### Cell classes on the final placement

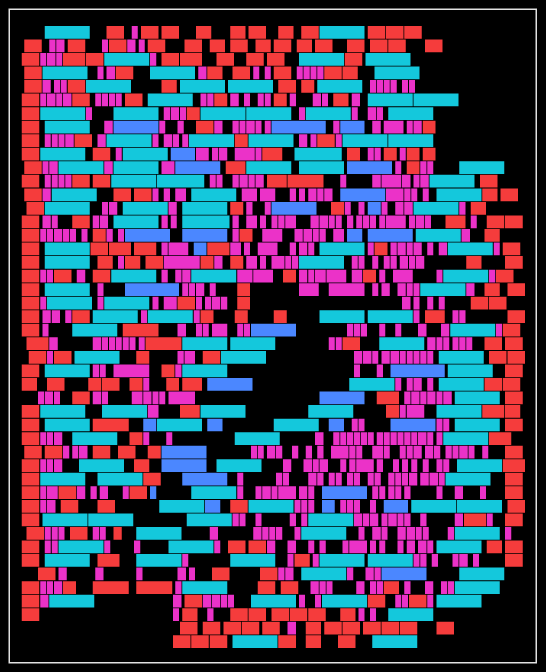
### Sequential cells colored by netlist name

Other sequential cells in the stronger gray, the rest of the logic in the fainter gray.
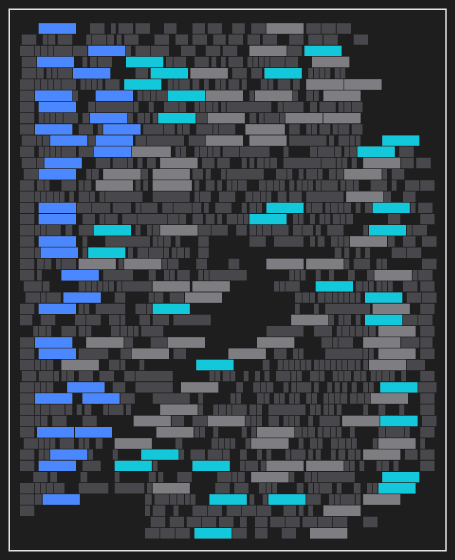
### Routed clock nets over the placement

The bar under the picture is 20 um long.
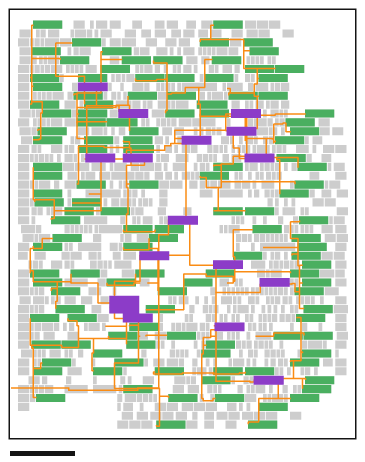
### Clock nets

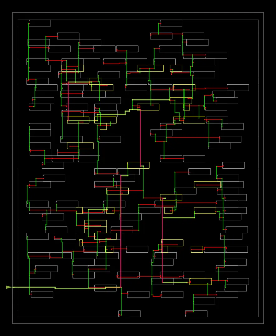
File: src/rtl/instr_fetch_unit_if.sv
// Fetch-stage bundle: pipeline controls and instruction memory in, PC and IF/ID register out.
// ALIGN_ERR exists only when FETCH_ALIGN_CHK_EN is defined.
interface instr_fetch_unit_if #(
  parameter int DWL = 32,
  parameter int AWL = 5,
  parameter int PWL = 32
);
  logic           en;
  logic           stall;
  logic           redirect;
  logic [PWL-1:0] target;
  logic [DWL-1:0] imrd;
  logic [AWL-1:0] ima;
  logic [PWL-1:0] pc;
  logic [DWL-1:0] ifid_inst;
  logic [PWL-1:0] ifid_pc;
  logic [PWL-1:0] ifid_pc4;
  logic           ifid_valid;
`ifdef FETCH_ALIGN_CHK_EN
  logic           align_err;
`endif

  modport master (
    output en, stall, redirect, target, imrd,
    input  ima, pc, ifid_inst, ifid_pc, ifid_pc4, ifid_valid
`ifdef FETCH_ALIGN_CHK_EN
    , input align_err
`endif
  );

  modport slave (
    input  en, stall, redirect, target, imrd,
    output ima, pc, ifid_inst, ifid_pc, ifid_pc4, ifid_valid
`ifdef FETCH_ALIGN_CHK_EN
    , output align_err
`endif
  );
endinterface

File: src/rtl/instr_fetch_unit.sv
// Fetch stage: PC register, combinational IMEM address, IF/ID capture one edge after the PC is presented.
// Priority per edge: redirect > fetch disabled > stall > advance. FETCH_ALIGN_CHK_EN adds a sticky misaligned-target lock.
module instr_fetch_unit #(
  parameter int             DWL      = 32,
  parameter int             AWL      = 5,
  parameter int             PWL      = 32,
  parameter logic [PWL-1:0] RESET_PC = '0,
  parameter logic [DWL-1:0] NOP_INST = '0
) (
  input logic               i_clk,
  input logic               i_rst_n,
  instr_fetch_unit_if.slave fif
);

  logic [PWL-1:0] r_pc;
  logic [DWL-1:0] r_ifid_inst;
  logic [PWL-1:0] r_ifid_pc;
  logic [PWL-1:0] r_ifid_pc4;
  logic           r_ifid_valid;

  logic [PWL-1:0] w_pc_inc;
  logic [PWL-1:0] w_pc_nxt;
  logic [DWL-1:0] w_inst_nxt;
  logic [PWL-1:0] w_ifid_pc_nxt;
  logic [PWL-1:0] w_ifid_pc4_nxt;
  logic           w_valid_nxt;
  logic           w_locked;

`ifdef FETCH_ALIGN_CHK_EN
  logic r_align_err;
  logic w_align_err_nxt;

  // Once locked, the unit ignores redirects too: the PC stays on the bad target until reset.
  assign w_locked        = r_align_err;
  assign w_align_err_nxt = r_align_err | (fif.redirect & (|fif.target[1:0]));
  assign fif.align_err   = r_align_err;

  always_ff @(posedge i_clk or negedge i_rst_n) begin
    if (!i_rst_n) r_align_err <= 1'b0;
    else          r_align_err <= w_align_err_nxt;
  end
`else
  assign w_locked = 1'b0;
`endif

  // Modulo-2^PWL increment; the carry out of the top bit is intentionally dropped.
  assign w_pc_inc = r_pc + PWL'(4);

  always_comb begin
    w_pc_nxt       = r_pc;
    w_inst_nxt     = r_ifid_inst;
    w_ifid_pc_nxt  = r_ifid_pc;
    w_ifid_pc4_nxt = r_ifid_pc4;
    w_valid_nxt    = r_ifid_valid;
    if (fif.redirect && !w_locked) begin
      w_pc_nxt    = fif.target;
      w_inst_nxt  = NOP_INST;
      w_valid_nxt = 1'b0;
    end else if (!fif.en || w_locked) begin
      w_inst_nxt  = NOP_INST;
      w_valid_nxt = 1'b0;
    end else if (!fif.stall) begin
      w_pc_nxt       = w_pc_inc;
      w_inst_nxt     = fif.imrd;
      w_ifid_pc_nxt  = r_pc;
      w_ifid_pc4_nxt = w_pc_inc;
      w_valid_nxt    = 1'b1;
    end
  end

  always_ff @(posedge i_clk or negedge i_rst_n) begin
    if (!i_rst_n) begin
      r_pc         <= RESET_PC;
      r_ifid_inst  <= NOP_INST;
      r_ifid_pc    <= '0;
      r_ifid_pc4   <= '0;
      r_ifid_valid <= 1'b0;
    end else begin
      r_pc         <= w_pc_nxt;
      r_ifid_inst  <= w_inst_nxt;
      r_ifid_pc    <= w_ifid_pc_nxt;
      r_ifid_pc4   <= w_ifid_pc4_nxt;
      r_ifid_valid <= w_valid_nxt;
    end
  end

  assign fif.ima        = r_pc[AWL+1:2];
  assign fif.pc         = r_pc;
  assign fif.ifid_inst  = r_ifid_inst;
  assign fif.ifid_pc    = r_ifid_pc;
  assign fif.ifid_pc4   = r_ifid_pc4;
  assign fif.ifid_valid = r_ifid_valid;

endmodule

File: src/flat_wrapper.sv
// flat-port wrapper written by rule: the top's interface ports become plain ports
module instr_fetch_unit_flat 
#(
  parameter int             DWL      = 32,
  parameter int             AWL      = 5,
  parameter int             PWL      = 32,
  parameter logic [PWL-1:0] RESET_PC = '0,
  parameter logic [DWL-1:0] NOP_INST = '0
)
  (i_clk, i_rst_n, fif_en, fif_stall, fif_redirect, fif_target, fif_imrd, fif_ima, fif_pc, fif_ifid_inst, fif_ifid_pc, fif_ifid_pc4, fif_ifid_valid);
  instr_fetch_unit_if #(.DWL(DWL), .AWL(AWL), .PWL(PWL)) fif_i ();
  input logic i_clk;
  input logic i_rst_n;
  input wire logic [$bits(fif_i.en)-1:0] fif_en;
  input wire logic [$bits(fif_i.stall)-1:0] fif_stall;
  input wire logic [$bits(fif_i.redirect)-1:0] fif_redirect;
  input wire logic [$bits(fif_i.target)-1:0] fif_target;
  input wire logic [$bits(fif_i.imrd)-1:0] fif_imrd;
  output wire logic [$bits(fif_i.ima)-1:0] fif_ima;
  output wire logic [$bits(fif_i.pc)-1:0] fif_pc;
  output wire logic [$bits(fif_i.ifid_inst)-1:0] fif_ifid_inst;
  output wire logic [$bits(fif_i.ifid_pc)-1:0] fif_ifid_pc;
  output wire logic [$bits(fif_i.ifid_pc4)-1:0] fif_ifid_pc4;
  output wire logic [$bits(fif_i.ifid_valid)-1:0] fif_ifid_valid;
  assign fif_i.en = fif_en;
  assign fif_i.stall = fif_stall;
  assign fif_i.redirect = fif_redirect;
  assign fif_i.target = fif_target;
  assign fif_i.imrd = fif_imrd;
  assign fif_ima = fif_i.ima;
  assign fif_pc = fif_i.pc;
  assign fif_ifid_inst = fif_i.ifid_inst;
  assign fif_ifid_pc = fif_i.ifid_pc;
  assign fif_ifid_pc4 = fif_i.ifid_pc4;
  assign fif_ifid_valid = fif_i.ifid_valid;
  instr_fetch_unit #(.DWL(DWL), .AWL(AWL), .PWL(PWL), .RESET_PC(RESET_PC), .NOP_INST(NOP_INST)) u_core (.i_clk(i_clk), .i_rst_n(i_rst_n), .fif(fif_i));
endmodule
File: config.mk
export PLATFORM = sky130hd
export DESIGN_NAME = instr_fetch_unit_flat
export DESIGN_NICKNAME = d
export VERILOG_FILES = /design/src/rtl/instr_fetch_unit_if.sv /design/src/rtl/instr_fetch_unit.sv /design/src/flat_wrapper.sv
export SDC_FILE = /design/constraint.sdc
export NUM_CORES = 1
export LEC_CHECK = 0
export ABC_AREA = 1
export CAP_MARGIN = 20
export CORE_ASPECT_RATIO = 1.25
export CORE_MARGIN = 2
export CORE_UTILIZATION = 45
export DETAILED_ROUTE_END_ITERATION = 8
export MAX_ROUTING_LAYER = met4
export PLACE_DENSITY = 0.8
export SYNTH_ARGS = -nofsm -noshare
export SYNTH_HDL_FRONTEND = slang
export SYNTH_SLANG_ARGS = --single-unit
export TNS_END_PERCENT = 30
File: constraint.sdc
create_clock -name i_clk -period 1.6 [get_ports i_clk]
set_input_delay 0.24 -clock i_clk [delete_from_list [all_inputs] [get_ports i_clk]]
set_output_delay 0.24 -clock i_clk [all_outputs]
set_load 0.005 [all_outputs]
==> impl_metrics.py <==
# Flow results
metrics = {
    "outcome": {
        "status": "finished, violations left",
        "failed_checks": "negative setup slack",
    },
    "cells_and_area": {
        "insertedDiodeCount": 0,
        "drive_gt1_frac": 0.122,
        "buffer_area_frac": 0.275,
        "largest_cell_class": "sequential cells",
        "logic_gate_count": 465,
        "sh_comb_area": 0.241,
        "ff_count": 127,
        "clkCellAreaFrac": 0.0698,
        "logic_area_um2": 2160,
    },
    "timing": {
        "setup_ws_ps": -20.6,
        "finalHoldViolations": 0,
        "tightestPinTransition_ps": 474,
        "setup_tns_ps": -20.6,
        "maxSlewViolCount": 0,
        "setup_viol": 1,
        "slew_headroom": 0.684,
        "rsz0062_at_grt": "yes",
        "finalCriticalPeriod_ps": 1620,
    },
    "worst_setup_path": {
        "crit_slowest_cell": "dfrtp_1",
        "critPathMaxFanout": 7,
        "cp-end-kind": "flip-flop",
    },
    "drt": {
        "first_pass_iters": 5,
        "vias": 5599,
        "drtAntennaViolNets": 0,
        "wl_met1_um": 6620,
        "viasPerCell": 4.96,
    },
    "floorplanning": {
        "chip_area_um2": 13800,
        "dieHeight_um": 131,
        "fp-utilization": 0.458,
        "die_w_um": 106,
        "ios": 203,
        "nWellTaps": 168,
    },
    "power_and_ir_drop": {
        "sw_frac_of_total": 0.262,
        "max-vdd-ir-drop_uv": 603,
        "power.internal_mw": 7.36,
        "power_leader": "clock",
        "report.power.total_mw": 9.98,
        "p_seq_frac": 0.391,
        "pwr-share-clk": 0.406,
        "comb_power_mw": 2.02,
        "power_density_nw_per_um2": 1110,
    },
    "synth": {
        "synth_top_area_share": 0.548,
        "synthAoiAreaFrac": 0.0817,
        "synth_chip_area_um2": 5800,
        "synth-seq-area-share": 0.548,
        "ys_warn_count": 0,
        "ys_sh_simple": 0.274,
        "avgSynthCellArea_um2": 8.14,
        "area_leaders": "dfrtp_1 55%, nand2_1 17%, o21ai_0 6.4%, inv_1 5.5%, nand3_1 4.0%",
        "logic_family": "simple AND/OR/NAND/NOR gates",
        "synthAdderAreaFrac": 0.00216,
        "syn_nets": 783,
        "yosys.cell_types.count": 27,
        "synth_flops": 127,
        "synthFlopType": "dfrtp_1",
        "synth-cells-yosys": 713,
    },
    "global_route": {
        "grtUsageMet2": 0.466,
        "use_met1": 0.294,
        "met3_usage": 0.0714,
        "antenna_found_initial": 0,
        "grtUsageTotal": 0.267,
        "gr-total-overflow": 0,
        "grt_pass1_wl_um": 27700,
    },
    "cts": {
        "cts_tree": "built",
        "cts_hold_buf": 1,
        "cts_max_level": 4,
        "clockBufferDepth": 2,
        "post_cts_resized": 39,
    },
    "place": {
        "place.gp.congestion": 0.885,
        "hpwl_um": 12500,
        "placedCellCount": 1085,
    },
    "worst_hold_path": {
        "min_to": "u_core.fif.pc[3]$_DFFE_PN0N_",
        "hold_path_depth": 4,
        "hold_path_class": "input pin to flip-flop",
    },
}
About 'Cell classes on the final placement':
legend:
  red:
    class: other buffers and delay cells
    cells: 249
    share_of_their_area: 28%
  blue:
    class: clock drivers and dummy loads
    cells: 32
    share_of_their_area: 7.1%
  cyan:
    class: flip-flops
    cells: 127
    share_of_their_area: 36%
  magenta:
    class: all other logic
    cells: 552
    share_of_their_area: 28%
fraction of area in registers: 0.355
Final Instance Area: 8970 um^2
Core ar.: 12700 um^2
Row Count: 46
Final Util: 0.708

About 'Sequential cells colored by netlist name':
legend:
  blue:
    signal: u_core.fif.ifid_inst
    flops: 32
    where: a vertical strip on the left
  cyan:
    signal: u_core.fif.ifid_pc
    flops: 30

About 'Routed clock nets over the placement':
legend:
  green:
    item: flip-flops
    count: 127
  purple:
    item: cells driving clock nets
    count: 17
  orange:
    item: clock wires
    length: 1600 um
flops lie: widely spread
routed clock nets: 18

About 'Clock nets':
total CTS buffers: 17
clock sink count: 127
Clk. pwr: 4.05 mW
clock skew: 7.21 ps

-- worst max path at each step --
stage	endpoint	slack (ps)	depth (start not counted)
2_1_floorplan	u_core.fif.ifid_pc4[24]$_DFFE_PN0P_	220	8
3_3_place_gp	u_core.fif.ifid_inst[0]$_DFFE_PN0P_	-30	7
3_5_place_dp	u_core.fif.ifid_inst[4]$_DFFE_PN0P_	-130	7
4_1_cts	fif_pc[2]	-70	2
5_1_grt	u_core.fif.pc[12]$_DFFE_PN0N_	-50	8
6_report	u_core.fif.pc[12]$_DFFE_PN0N_	-20	8
-- layout by cell type, fill, tap and decap left out, drive strengths merged, types with 21 or more instances in the layout --
cell type	instances
nand2	273
buf	48
o21ai	87
inv	89
nor2	44
nand3	48
clkbuf	21
dfrtp	127
clkdlybuf4s50	161
dlygate4sd2	27
Power figures rest on the tool's default switching activity, not on a simulated workload.
